**src/rtl/booth_multiplier_4bit.sv**
```systemverilog
`timescale 1ns/1ps
// four_bit_adder_subtractor: 4-bit ripple add/subtract, Cout is the raw carry out of bit 3.
// Latency: combinational.
// Backpressure: none.
module four_bit_adder_subtractor (
   input  logic [3:0] A,
   input  logic [3:0] B,
   input  logic       subtract,
   output logic [3:0] Result,
   output logic       Cout
);
   logic [3:0] b_eff;
   logic [4:0] sum;

   assign b_eff  = B ^ {4{subtract}};
   assign sum    = {1'b0, A} + {1'b0, b_eff} + {4'b0000, subtract};
   assign Result = sum[3:0];
   assign Cout   = sum[4];
endmodule

// booth_multiplier_4bit: sequential radix-2 Booth multiply of two signed 4-bit operands.
// Latency: start accepted at edge k, product and done after edge k+4.
// Backpressure: start ignored while busy; one operation in flight.
module booth_multiplier_4bit (
   input  logic       clk,
   input  logic       reset,
   input  logic       start,
   input  logic [3:0] multiplicand,
   input  logic [3:0] multiplier,
   output logic [7:0] product,
   output logic       busy,
   output logic       done
);
   typedef enum logic [1:0] {IDLE, RUN, DONE} state_t;

   state_t     state;
   logic [3:0] acc;
   logic [3:0] q;
   logic [3:0] m;
   logic       q_m1;
   logic [2:0] count;

   logic       sub;
   logic [3:0] addsub_res;
   logic       addsub_cout;
   logic [3:0] r;
   logic       s;
   logic [3:0] acc_next;
   logic [3:0] q_next;

   assign sub = q[0] & ~q_m1;

   four_bit_adder_subtractor u_addsub (
      .A        (acc),
      .B        (m),
      .subtract (sub),
      .Result   (addsub_res),
      .Cout     (addsub_cout)
   );

   // s is the sign of the 5-bit intermediate, so acc - (-8) = +8 still shifts correctly
   always_comb begin
      r = acc;
      s = acc[3];
      case ({q[0], q_m1})
         2'b01: begin
            r = addsub_res;
            s = acc[3] ^ m[3] ^ addsub_cout;
         end
         2'b10: begin
            r = addsub_res;
            s = acc[3] ^ ~m[3] ^ addsub_cout;
         end
         default: begin
            r = acc;
            s = acc[3];
         end
      endcase
      acc_next = {s, r[3:1]};
      q_next   = {r[0], q[3:1]};
   end

   always_ff @(posedge clk or posedge reset) begin
      if (reset) begin
         state   <= IDLE;
         acc     <= 4'h0;
         q       <= 4'h0;
         m       <= 4'h0;
         q_m1    <= 1'b0;
         count   <= 3'd0;
         product <= 8'h00;
         busy    <= 1'b0;
         done    <= 1'b0;
      end else begin
         case (state)
            IDLE, DONE: begin
               done <= 1'b0;
               if (start) begin
                  m     <= multiplicand;
                  q     <= multiplier;
                  acc   <= 4'h0;
                  q_m1  <= 1'b0;
                  count <= 3'd4;
                  busy  <= 1'b1;
                  state <= RUN;
               end else begin
                  busy  <= 1'b0;
                  state <= IDLE;
               end
            end
            RUN: begin
               acc   <= acc_next;
               q     <= q_next;
               q_m1  <= q[0];
               count <= count - 3'd1;
               if (count == 3'd1) begin
                  product <= {acc_next, q_next};
                  busy    <= 1'b0;
                  done    <= 1'b1;
                  state   <= DONE;
               end
            end
            default: begin
               busy  <= 1'b0;
               done  <= 1'b0;
               state <= IDLE;
            end
         endcase
      end
   end
endmodule

```
**config.mk**
```make
export PLATFORM = sky130hd
export DESIGN_NAME = booth_multiplier_4bit
export DESIGN_NICKNAME = d
export VERILOG_FILES = /design/src/rtl/booth_multiplier_4bit.sv
export SDC_FILE = /design/constraint.sdc
export NUM_CORES = 1
export LEC_CHECK = 0
export ABC_CLOCK_PERIOD_IN_PS = 1900
export CAP_MARGIN = 20
export CORE_MARGIN = 5
export CORE_UTILIZATION = 45
export DETAILED_ROUTE_END_ITERATION = 10
export GPL_TIMING_DRIVEN = 0
export PLACE_DENSITY = 0.73
export SETUP_SLACK_MARGIN = 0.02
export SLEW_MARGIN = 5
export SYNTH_ARGS = -nofsm -noshare
export SYNTH_HDL_FRONTEND = slang
export SYNTH_SLANG_ARGS = --single-unit
```
**constraint.sdc**
```tcl
create_clock -name clk -period 1.9 [get_ports clk]
set_input_delay 0.285 -clock clk [delete_from_list [all_inputs] [get_ports clk]]
set_output_delay 0.285 -clock clk [all_outputs]
set_load 0.02 [all_outputs]
```
==> results.json, run 1 <==
{
  "cp_top_family": "adder cells",
  "dr_wl_met3_um": 71,
  "postRouteAntennaNets": 0,
  "areaGrowthSynthToFinish_pct": 36.67,
  "avgSynthCellArea_um2": 9.684,
  "end_kind": "register",
  "grt.busiest_layer": "met2",
  "grt_max_degree": 28,
  "synth_cell_types": 28,
  "clockRootBuffer": "clkbuf_4",
  "lay_top_count": "nand2_1",
  "synthFlopType": "dfrtp_1",
  "synth.net_count": 162,
  "ctsResizeCount": 9,
  "top_area_frac": 0.4914,
  "cts_buffer_depth": 2,
  "warning_count": 32,
  "layout_min_cycle_time_ns": 2.047,
  "grt_pass1_wl_um": 5078,
  "grt_usage": 0.1513,
  "lay_top_cells": "34 x nand2_1, 27 x dfrtp_1, 20 x clkdlybuf4s50_1",
  "met2_length_um": 1567,
  "setup.worst_path.start": "q_m1$_DFFE_PP0P_",
  "chip_area_um2": 4261,
  "yosysWarnings": 0,
  "synth-seq-cells": 27,
  "start_kind": "register",
  "ys_cells": 142,
  "routedWlPerCell_um": 14.29,
  "largest_reg_flops": 8,
  "wl_um": 2973,
  "largest_area_cell": "dfrtp_1",
  "synthMostInstantiatedCell": "nand2_1",
  "finalSetupViolCount": 7,
  "path_common_cell": "inv_2",
  "synthTopCellsByArea": "dfrtp_1 49%, nand2_1 9.6%, ha_1 7.3%",
  "grt-ovfl-total": 0,
  "cts.htree.levels": 1,
  "async_reset_ff_frac": 1.000,
  "setup_tns_ns": -0.5465,
  "clock-sinks": 27,
  "drv_slew": 0,
  "viasPerCell": 5.188,
  "outcome": "finished, violations left",
  "worst_pin_slew_ns": 0.4735,
  "rsz0062_at_grt": "yes",
  "initCoreUtil": 0.4579,
  "path_max_fanout": 3,
  "grt_pass1_vias": 1170,
  "cp_slowest_cell": "dfrtp_1",
  "r2r-start": "q_m1$_DFFE_PP0P_",
  "wl_met1_um": 1314,
  "max_freq_ghz": 0.4886,
  "finalInstanceArea_um2": 1879,
  "flop_area_um2": 675.6,
  "logic_gates": 102,
  "edf_count": 0,
  "top_cells_by_count": "35 x nand2_1, 27 x dfrtp_1, 9 x inv_1, 9 x o21ai_0",
  "yosys_area_um2": 1375,
  "cts_setup_buffers": 7,
  "cap_violations": 0,
  "relSlewSlack": 0.6837,
  "nWellTaps": 33,
  "postCtsHoldBufs": 0,
  "first_pass_iters": 4,
  "drt_iter0_drc": 18,
  "place_congestion": 0.8155,
  "grtUsageMet3": 0.01709,
  "path_buffers": 2,
  "endpoint": "product[7]$_DFFE_PP0P_",
  "worst_slack_ns": -0.1468,
  "violations": "negative setup slack",
  "dr.max_layer_used": "met4"
}
## run 1: metrics by stage
step	hold WS, ns	instances	worst slack, ns	util
final	0.1721	208	-0.1468	0.6258
after global routing	0.1687	208	-0.2341	0.6258
after CTS	0.4680	206	-0.1491	0.5817
after detailed placement	0.4748	195	-0.2760	0.5458
after global placement	0.4619	195	-0.2364	0.5458
after floorplan	0.3377	142	-0.1165	-
## run 1: logic make-up (layout without fill, tap and decap cells)
kind of cell	after synthesis	after routing	synth area share
DFF	27	27	0.4914
and+or+nand+nor	59	59	0.1929
AOI/OAI and AO/OA	23	23	0.1046
xor gates and xnor gates	5	5	0.03185
muxes	6	6	0.04640
buffers and inverters	13	46	0.04549
adders and majority gates	9	9	0.08736
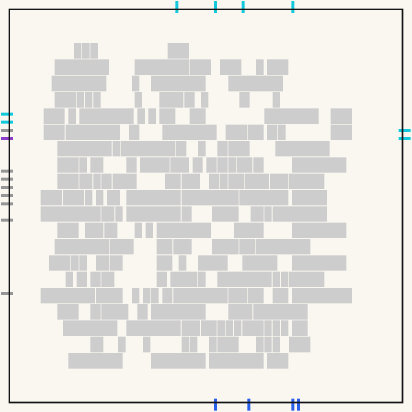
Run 1: pin placement
Scale: 6 px per µm. Pins as bars across the die edge, other pins in grey.
- purple: `clk` (pins 1; direction input; edge west)
- blue: `multiplicand` (pins 4; direction input; edge south)
- cyan: `product` (pins 8; direction output; edge 4 north, 2 west, 2 east)
DIE WIDTH: 65.28 µm
die height: 65.28 µm
Port Buffer Count: 20

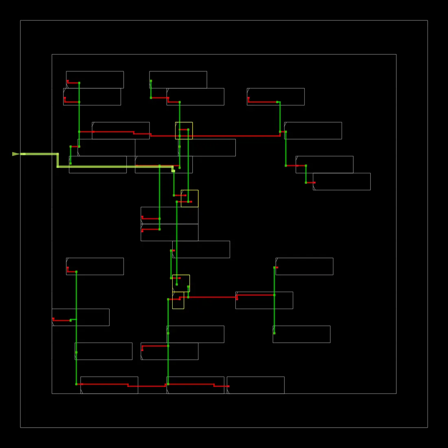
Run 1: clock routing
clk_lat worst skew: 0.32 ns
Clock buffer cells: 3
Setup Skew: 0.008659 ns
Flops: 27

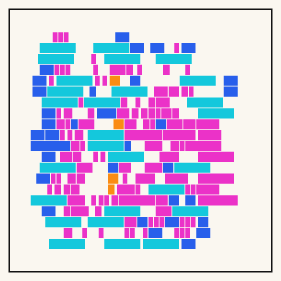
Run 1: placement by cell class
Scale: 4 px per µm.
- orange: clock drivers and dummy loads (cells 4; share of their area 1.5%)
- magenta: remaining logic cells (cells 111; share of their area 45%)
- blue: remaining buffers and delay cells (cells 33; share of their area 17%)
- cyan: registers (cells 27; share of their area 37%)
area of the core: 3003 µm²
flop share of the area: 0.3595

==> run 2: changes to the inputs <==
- ABC_CLOCK_PERIOD_IN_PS: 1900 -> unset
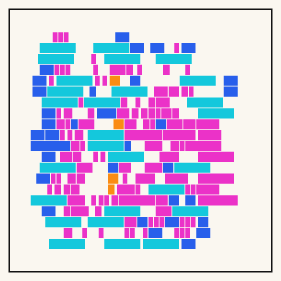
Run 2: placement by cell class
Scale: 4 px per µm.
- blue: remaining buffers and delay cells (cells 33; share of their area 17%)
- orange: clock drivers and dummy loads (cells 4; share of their area 1.5%)
- cyan: registers (cells 27; share of their area 37%)
- magenta: remaining logic cells (cells 111; share of their area 45%)

==> run 2 against run 1 <==
  * The flow still finishes with violations (negative setup slack)
  * Clock skew unchanged
  * First-iteration DRC count unchanged
  * Area after synthesis unchanged
  * Maximum frequency unchanged
  * Sequential share of layout area unchanged
  * Design area unchanged
  * Critical path depth unchanged
  * Largest cell class unchanged
==> results.json, run 2 <==
{
  "synthFlopType": "dfrtp_1",
  "async_reset_ff_frac": 1.000,
  "routedWlPerCell_um": 14.29,
  "final_cells": 208,
  "grt_pass1_wl_um": 5078,
  "grt-ovfl-total": 0,
  "chip_area_um2": 4261,
  "worst_slack_ns": -0.1468,
  "wl_met1_um": 1314,
  "first_pass_iters": 4,
  "warning_count": 32,
  "avgSynthCellArea_um2": 9.684,
  "r2r-start": "q_m1$_DFFE_PP0P_",
  "place_congestion": 0.8155,
  "endpoint": "product[7]$_DFFE_PP0P_",
  "ys_sh_aoi": 0.1046,
  "grt_pass1_vias": 1170,
  "drv_slew": 0,
  "postRouteAntennaNets": 0,
  "cts_buffer_depth": 2,
  "synth_cell_types": 28,
  "edf_count": 0,
  "lay_top_count": "nand2_1",
  "largest_reg_flops": 8,
  "outcome": "finished, violations left",
  "finalSetupViolCount": 7,
  "end_kind": "register",
  "fp.dieW_um": 65.28,
  "ys_sh_xor": 0.03185,
  "cts.htree.levels": 1,
  "violations": "negative setup slack",
  "setup_tns_ns": -0.5465,
  "dp_worst_setup_slack_ns": -0.2760,
  "largest_area_cell": "dfrtp_1",
  "synth.net_count": 162,
  "max_freq_ghz": 0.4886,
  "fa_ha_area_frac": 0.08735,
  "simple_gate_area_frac": 0.1929,
  "top_area_frac": 0.4914,
  "initCoreUtil": 0.4579,
  "yosysWarnings": 0,
  "relSlewSlack": 0.6837,
  "lay_top_cells": "34 x nand2_1, 27 x dfrtp_1, 20 x clkdlybuf4s50_1",
  "place_inst": 195,
  "die_h_um": 65.28,
  "finClkSkew_ns": 0.008659,
  "grt.busiest_layer": "met2",
  "dr.max_layer_used": "met4",
  "logic_family": "simple AND/OR/NAND/NOR gates",
  "met2_length_um": 1567,
  "flop_area_um2": 675.6,
  "port_buffers": 20,
  "clk_latency_ns": 0.32,
  "grtUsageMet3": 0.01709,
  "path_common_cell": "inv_2",
  "top_cells_by_count": "35 x nand2_1, 27 x dfrtp_1, 9 x inv_1, 9 x o21ai_0"
}
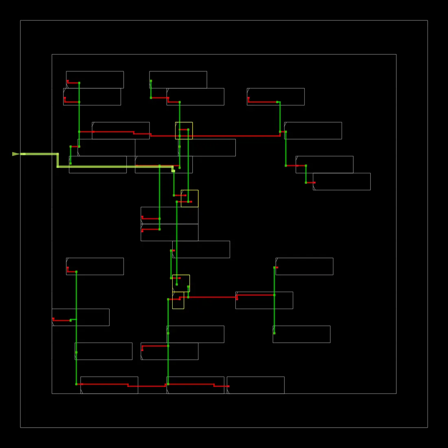
Run 2: clock routing
CTS sink count: 27
total CTS buffers: 3

-- run 2: area by class of cell --
class | instances | share of cell area
Multi-Input combinational cell | 102 | 0.4174
Sequential cell | 27 | 0.3595
Timing Repair Buffer | 29 | 0.1531
Tap cell | 33 | 0.02197
Inverter | 9 | 0.01798
Buffer | 4 | 0.01531
Clock buffer | 3 | 0.01198
Clock inverter | 1 | 0.002663
-- run 2: worst max-delay path, delay by kind of cell, from the launching register on --
family,cells,cell delay [ns]
AOI/OAI and AO/OA,2,0.30
muxes,1,0.27
DFF,1,0.40
and+or+nand+nor,1,0.15
adders and majority gates,2,0.52
buffers and inverters,2,0.14
xor gates and xnor gates,1,0.17
Run 2, routed metal, one colour a layer:
Scale: 4 px per µm.
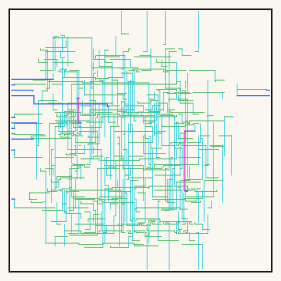

==> run 3: changes to the inputs <==
- ABC_CLOCK_PERIOD_IN_PS: unset -> 1900
- GPL_TIMING_DRIVEN: 0 -> 1
- MAX_ROUTING_LAYER: unset -> met4
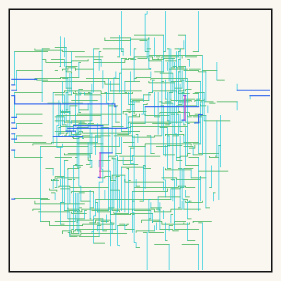
Run 3: routed metal, one colour a layer
Scale: 4 px per µm.
- blue: M3 (wire length 109 µm)
- magenta: M4 (wire length 12.2 µm)
- green: M1 (wire length 1320 µm)
- cyan: M2 (wire length 1520 µm)
final WL: 2964 µm
GRT Total Usage: 0.1503
drt wl/cell: 14.05 µm

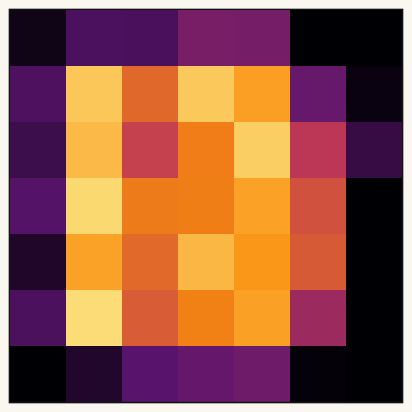
Run 3: local utilization
Scale: 6 px per µm. The die is cut into 7 by 7 equal tiles; black is low, pale yellow is high, 0 to 100% covered.
- fullest tile: 92%
- densest ninth of the die: centre
- nearly empty tiles: 16%

==> run 3 against run 2 <==
  * The flow still finishes with violations (negative setup slack)
  * Highest routed layer unchanged
  * Critical path depth fell by 1
  * Sequential share of layout area rose by 0.41 points
  * Count of clock-buffer cells in the layout rose by 1
  * Global-route usage fell by 0.11 points
  * Flip-flop count did not move
  * Routed wire length fell by 0.30%
  * Area after synthesis did not move
  * Worst hold slack improved by 0.12 ns
  * Via count rose by 1.4%
==> results.json, run 3 <==
{
  "relSlewSlack": 0.7418,
  "ys_sh_xor": 0.03185,
  "initCoreUtil": 0.4579,
  "top_register": "product",
  "path_buffers": 1,
  "finClkSkew_ns": 0.004926,
  "synth_cell_types": 28,
  "logic_family": "simple AND/OR/NAND/NOR gates",
  "max_freq_ghz": 0.4898,
  "grt_pass1_vias": 1158,
  "warning_count": 32,
  "place_inst": 203,
  "violations": "negative setup slack",
  "dp_worst_setup_slack_ns": -0.1450,
  "cp_top_family": "adder cells",
  "drc": 0,
  "die_h_um": 65.28,
  "end_kind": "register",
  "worst_pin_slew_ns": 0.3873,
  "lay_top_cells": "35 x nand2_1, 27 x dfrtp_1, 20 x clkdlybuf4s50_1",
  "final_util": 0.6188,
  "drv_slew": 0,
  "place_congestion": 0.8441,
  "chip_area_um2": 4261,
  "port_buffers": 20,
  "top_cells_by_count": "35 x nand2_1, 27 x dfrtp_1, 9 x inv_1, 9 x o21ai_0",
  "fp.dieW_um": 65.28,
  "first_pass_iters": 4,
  "row_count": 20,
  "clockRootBuffer": "clkbuf_4",
  "rsz0062_at_grt": "yes",
  "ys_sh_aoi": 0.1046,
  "clock-sinks": 27,
  "finalSetupViolCount": 5,
  "grt-ovfl-total": 0,
  "async_reset_ff_frac": 1.000,
  "grt.busiest_layer": "met2",
  "clk_latency_ns": 0.32,
  "yosysWarnings": 0,
  "cts.htree.levels": 1,
  "dr.max_layer_used": "met4",
  "final_cells": 211,
  "grt_pass1_wl_um": 4940,
  "cts_buffer_depth": 2,
  "simple_gate_area_frac": 0.1929,
  "setup_tns_ns": -0.3605,
  "hpwl_um": 2163,
  "largest_area_cell": "dfrtp_1",
  "fa_ha_area_frac": 0.08735,
  "lay_top_count": "nand2_1",
  "top_area_frac": 0.4914,
  "r2r_setup_slack_ns": -0.14,
  "edf_count": 0,
  "met2_length_um": 1524,
  "largest_reg_flops": 8,
  "wl_met1_um": 1318,
  "arrival_ns": 2.27,
  "worst_slack_ns": -0.1418,
  "outcome": "finished, violations left",
  "postRouteAntennaNets": 0,
  "synth.net_count": 162,
  "numCtsBuffers": 3,
  "grtUsageMet3": 0.02564,
  "avgSynthCellArea_um2": 9.684
}
run 3: path summary, 6_finish.rpt:
check | startpoint | end | depth (start not counted)
max in group asynchronous | reset | acc[1]$_DFFE_PP0P_ | 3
setup reg to reg | q[0]$_DFFE_PP0P_ | product[7]$_DFFE_PP0P_ | 8
hold / removal | reset | product[0]$_DFFE_PP0P_ | 3
hold reg to reg | product[2]$_DFFE_PP0P_ | product[2]$_DFFE_PP0P_ | 2
setup / recovery | q[0]$_DFFE_PP0P_ | product[7]$_DFFE_PP0P_ | 8
min in group clk | multiplicand[3] | m[3]$_DFFE_PP0P_ | 3
run 3: area by class of cell:
type	instances	area (µm²)
repair buffers	36	327.8
clock buffers	4	26.28
inverters	9	33.78
multi-input cells	102	753.2
fillers	252	1145
well taps	33	41.29
flip-flops and latches	27	675.6
